==> config.mk <==
export PLATFORM = sky130hd
export DESIGN_NAME = cpu_sequencer
export DESIGN_NICKNAME = d
export VERILOG_FILES = /design/src/rtl/cpu_pkg.sv /design/src/rtl/cpu_inst_decode.sv /design/src/rtl/cpu_sequencer.sv
export SDC_FILE = /design/constraint.sdc
export NUM_CORES = 1
export LEC_CHECK = 0
export CELL_PAD_IN_SITES_DETAIL_PLACEMENT = 1
export CELL_PAD_IN_SITES_GLOBAL_PLACEMENT = 1
export CORE_MARGIN = 1.5
export CORE_UTILIZATION = 31
export DETAILED_ROUTE_END_ITERATION = 8
export PLACE_DENSITY = 0.83
export SLEW_MARGIN = 20
export SYNTH_ARGS = -nofsm -noshare
export SYNTH_HDL_FRONTEND = slang
export SYNTH_SLANG_ARGS = --single-unit
export TNS_END_PERCENT = 30
==> constraint.sdc <==
create_clock -name clk_cpu -period 3 [get_ports clk_cpu]
set_clock_uncertainty 0.1 [all_clocks]
set_input_delay 0.3 -clock clk_cpu [delete_from_list [all_inputs] [get_ports clk_cpu]]
set_output_delay 0.3 -clock clk_cpu [all_outputs]
set_load 0.02 [all_outputs]
==> src/rtl/cpu_pkg.sv <==
// Shared widths, ALU operand select codes, opcodes and FSM state encoding
// for the 4-bit CPU sequencer.
package cpu_pkg;

  localparam int W  = 4;
  localparam int DW = 8;

  localparam logic [1:0] SEL_A    = 2'b00;
  localparam logic [1:0] SEL_B    = 2'b01;
  localparam logic [1:0] SEL_IN   = 2'b10;
  localparam logic [1:0] SEL_ZERO = 2'b11;

  localparam logic [3:0] OP_ADD_A  = 4'b0000;
  localparam logic [3:0] OP_MOV_AB = 4'b0001;
  localparam logic [3:0] OP_IN_A   = 4'b0010;
  localparam logic [3:0] OP_MOV_A  = 4'b0011;
  localparam logic [3:0] OP_MOV_BA = 4'b0100;
  localparam logic [3:0] OP_ADD_B  = 4'b0101;
  localparam logic [3:0] OP_IN_B   = 4'b0110;
  localparam logic [3:0] OP_MOV_B  = 4'b0111;
  localparam logic [3:0] OP_OUT_B  = 4'b1001;
  localparam logic [3:0] OP_OUT_IM = 4'b1011;
  localparam logic [3:0] OP_JNC    = 4'b1110;
  localparam logic [3:0] OP_JMP    = 4'b1111;

  typedef enum logic [1:0] {
    ST_IDLE  = 2'b00,
    ST_FETCH = 2'b01,
    ST_EXEC  = 2'b10
  } state_t;

endpackage

==> src/rtl/cpu_inst_decode.sv <==
// Combinational opcode decoder: maps opcode and the current carry flag to
// ALU select, register/OUT loads and PC control. Ungated; the FSM qualifies it.
module cpu_inst_decode
  import cpu_pkg::*;
(
  input  logic [3:0] opcode,
  input  logic       carry_flag,
  output logic [1:0] alu_data_sel,
  output logic       reg_a_load,
  output logic       reg_b_load,
  output logic       out_load,
  output logic       out_src,
  output logic       imm_zero,
  output logic       pc_inc,
  output logic       pc_jump,
  output logic       is_add
);

  always_comb begin
    alu_data_sel = SEL_A;
    reg_a_load   = 1'b0;
    reg_b_load   = 1'b0;
    out_load     = 1'b0;
    out_src      = 1'b0;
    imm_zero     = 1'b0;
    pc_inc       = 1'b1;
    pc_jump      = 1'b0;
    is_add       = 1'b0;
    case (opcode)
      OP_ADD_A:  begin alu_data_sel = SEL_A;    reg_a_load = 1'b1; is_add = 1'b1; end
      OP_ADD_B:  begin alu_data_sel = SEL_B;    reg_b_load = 1'b1; is_add = 1'b1; end
      OP_MOV_A:  begin alu_data_sel = SEL_ZERO; reg_a_load = 1'b1; end
      OP_MOV_B:  begin alu_data_sel = SEL_ZERO; reg_b_load = 1'b1; end
      OP_MOV_AB: begin alu_data_sel = SEL_B;    reg_a_load = 1'b1; imm_zero = 1'b1; end
      OP_MOV_BA: begin alu_data_sel = SEL_A;    reg_b_load = 1'b1; imm_zero = 1'b1; end
      OP_IN_A:   begin alu_data_sel = SEL_IN;   reg_a_load = 1'b1; end
      OP_IN_B:   begin alu_data_sel = SEL_IN;   reg_b_load = 1'b1; end
      OP_OUT_B:  begin out_load = 1'b1; out_src = 1'b0; end
      OP_OUT_IM: begin out_load = 1'b1; out_src = 1'b1; end
      OP_JMP:    begin pc_inc = 1'b0; pc_jump = 1'b1; end
      OP_JNC:    begin pc_inc = carry_flag; pc_jump = ~carry_flag; end
      default:   ;
    endcase
  end

endmodule

==> src/rtl/cpu_sequencer.sv <==
// FETCH/EXEC control FSM for the 4-bit CPU: instruction latch, ROM wait
// counter, carry flag and run/single-step control.
//   state | meaning
//   IDLE  | halted, waiting for run or a step pulse
//   FETCH | waiting ROM_LAT cycles, latching rom_data on the last one
//   EXEC  | one-cycle strobes for the latched instruction
module cpu_sequencer
  import cpu_pkg::*;
#(
  parameter int W            = cpu_pkg::W,
  parameter int DW           = cpu_pkg::DW,
  parameter int ROM_LAT      = 1,
  parameter int RUN_AT_RESET = 0
) (
  input  logic          clk_cpu,
  input  logic          reset_n,
  input  logic          run,
  input  logic          step,
  input  logic [DW-1:0] rom_data,
  input  logic          alu_carry_in,
  output logic [DW-1:0] inst,
  output logic [1:0]    alu_data_sel,
  output logic          reg_a_load,
  output logic          reg_b_load,
  output logic          out_load,
  output logic          out_src,
  output logic          imm_zero,
  output logic          pc_inc,
  output logic          pc_jump,
  output logic          carry_flag,
  output logic          halted,
  output logic [1:0]    state
);

  localparam state_t     RST_STATE = (RUN_AT_RESET != 0) ? ST_FETCH : ST_IDLE;
  localparam logic [1:0] WAIT_LAST = 2'(ROM_LAT - 1);

  state_t     st;
  logic [1:0] wait_cnt;
  logic       exec;

  logic [1:0] d_sel;
  logic       d_a_load, d_b_load, d_out_load, d_out_src, d_imm_zero;
  logic       d_pc_inc, d_pc_jump, d_is_add;

  cpu_inst_decode u_decode (
    .opcode       (inst[DW-1:W]),
    .carry_flag   (carry_flag),
    .alu_data_sel (d_sel),
    .reg_a_load   (d_a_load),
    .reg_b_load   (d_b_load),
    .out_load     (d_out_load),
    .out_src      (d_out_src),
    .imm_zero     (d_imm_zero),
    .pc_inc       (d_pc_inc),
    .pc_jump      (d_pc_jump),
    .is_add       (d_is_add)
  );

  // Strobes derive from state alone, so an async reset kills them at once.
  assign exec         = (st == ST_EXEC);
  assign alu_data_sel = exec ? d_sel : SEL_A;
  assign reg_a_load   = exec & d_a_load;
  assign reg_b_load   = exec & d_b_load;
  assign out_load     = exec & d_out_load;
  assign out_src      = exec & d_out_src;
  assign imm_zero     = exec & d_imm_zero;
  assign pc_inc       = exec & d_pc_inc;
  assign pc_jump      = exec & d_pc_jump;
  assign halted       = (st == ST_IDLE);
  assign state        = st;

  always_ff @(posedge clk_cpu or negedge reset_n) begin
    if (!reset_n) begin
      st         <= RST_STATE;
      wait_cnt   <= '0;
      inst       <= '0;
      carry_flag <= 1'b0;
    end else begin
      case (st)
        ST_IDLE: begin
          if (run || step) st <= ST_FETCH;
        end
        ST_FETCH: begin
          if (wait_cnt == WAIT_LAST) begin
            wait_cnt <= '0;
            inst     <= rom_data;
            st       <= ST_EXEC;
          end else begin
            wait_cnt <= wait_cnt + 2'd1;
          end
        end
        ST_EXEC: begin
          carry_flag <= d_is_add & alu_carry_in;
          st         <= run ? ST_FETCH : ST_IDLE;
        end
        default: st <= ST_IDLE;
      endcase
    end
  end

endmodule

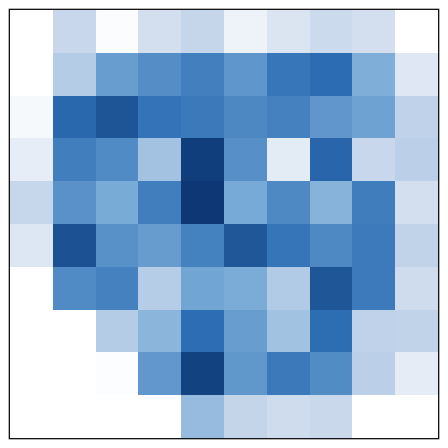
**Above:** placement density heat map.
10 x 10 tiles, from white (low) to dark blue (high), 0 to 100% covered.
emptiest ninth of the die	bottom left
nearly empty tiles	16%
densest ninth of the die	middle
Core Region: 2000 sq um
Layout Utilization: 52.6%
Init Core Util: 33.4%

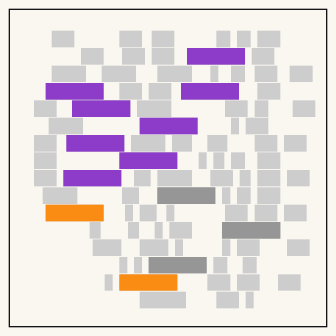
**Above:** where the registers sit.
Other sequential cells in the stronger gray, the rest of the logic in the fainter gray.
color	signal	flops
purple	`inst`	8
orange	`wait_cnt`	2
seq pwr: 334 uW
Flop area: 325 sq um
Seq/total area: 30.9%

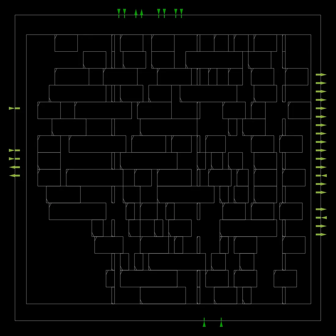
**Above:** placed standard cells.
tally of filler cells in the layout: 219
Post-Layout Cell Count: 118
Cell Rows: 16

==> results.sh <==
# source this file to load flow results
export IMPL_power_group_top="combinational logic"
export IMPL_top_layer="met3"
export IMPL_antenna_found_initial=0
export IMPL_drv_slew=0
export IMPL_grt_use_total_pct=13.3
export IMPL_yosys_area_share_simple_pct=17.4
export IMPL_area_share_nonclk_buffers_pct=31.4
export IMPL_clockPowerShare_pct=10.2
export IMPL_crit_chain="nand2b_1, nor3_2, and2_1, clkdlybuf4s50_1"
export IMPL_cts_resized_gates=0
export IMPL_cp_end_kind="primary output"
export IMPL_max_freq_mhz=421
export IMPL_flop_cell="dfrtp_1"
export IMPL_slew_headroom_pct=62.4
export IMPL_comb_share_pct=29.9
export IMPL_fin_ws_ns=0.624
export IMPL_pg_clk_uw=103
export IMPL_avgSynthCellArea_sq_um=12.1
export IMPL_grt_pass1_vias=575
export IMPL_top_cells_by_count="dfrtp_1, mux2_4, inv_1"
export IMPL_ff_count=13
export IMPL_synth_top_cell_by_area="dfrtp_1"
export IMPL_clk_share_pct=2.49
export IMPL_drtIter0Drc=2
export IMPL_status="finished clean"
export IMPL_comb_cells=35
export IMPL_yosysChipArea_sq_um=668
export IMPL_antenna_cells=0
export IMPL_wl_met2_um=681
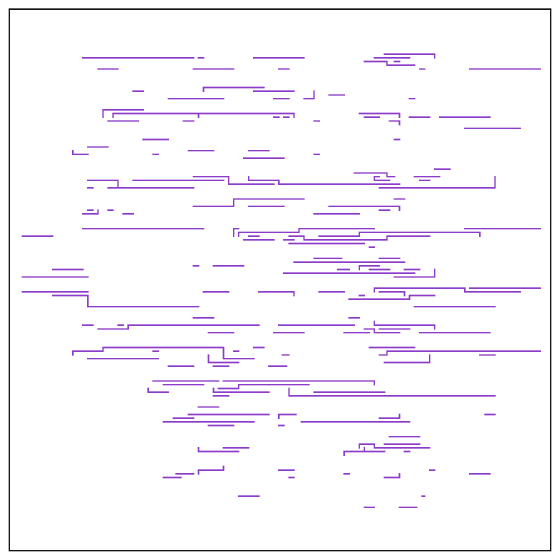
**Above:** metal 1.
nets with wire on the layer	87
wire length on this layer	670 um
longest straight run	18.9 um
share of all routed wire	46%
Routed WL: 1460 um
routing usage on met1: 16.3%
vias post-DR: 525

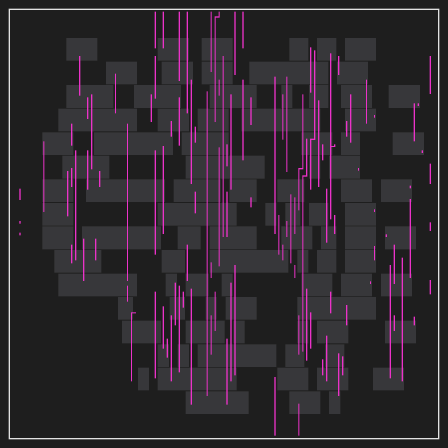
**Above:** signal wires on met2.
share of all routed wire	47%
longest straight run	35.0 um
nets with wire on the layer	96
met2 GRT Util: 23.4%

Power and IR drop assume default switching activity.
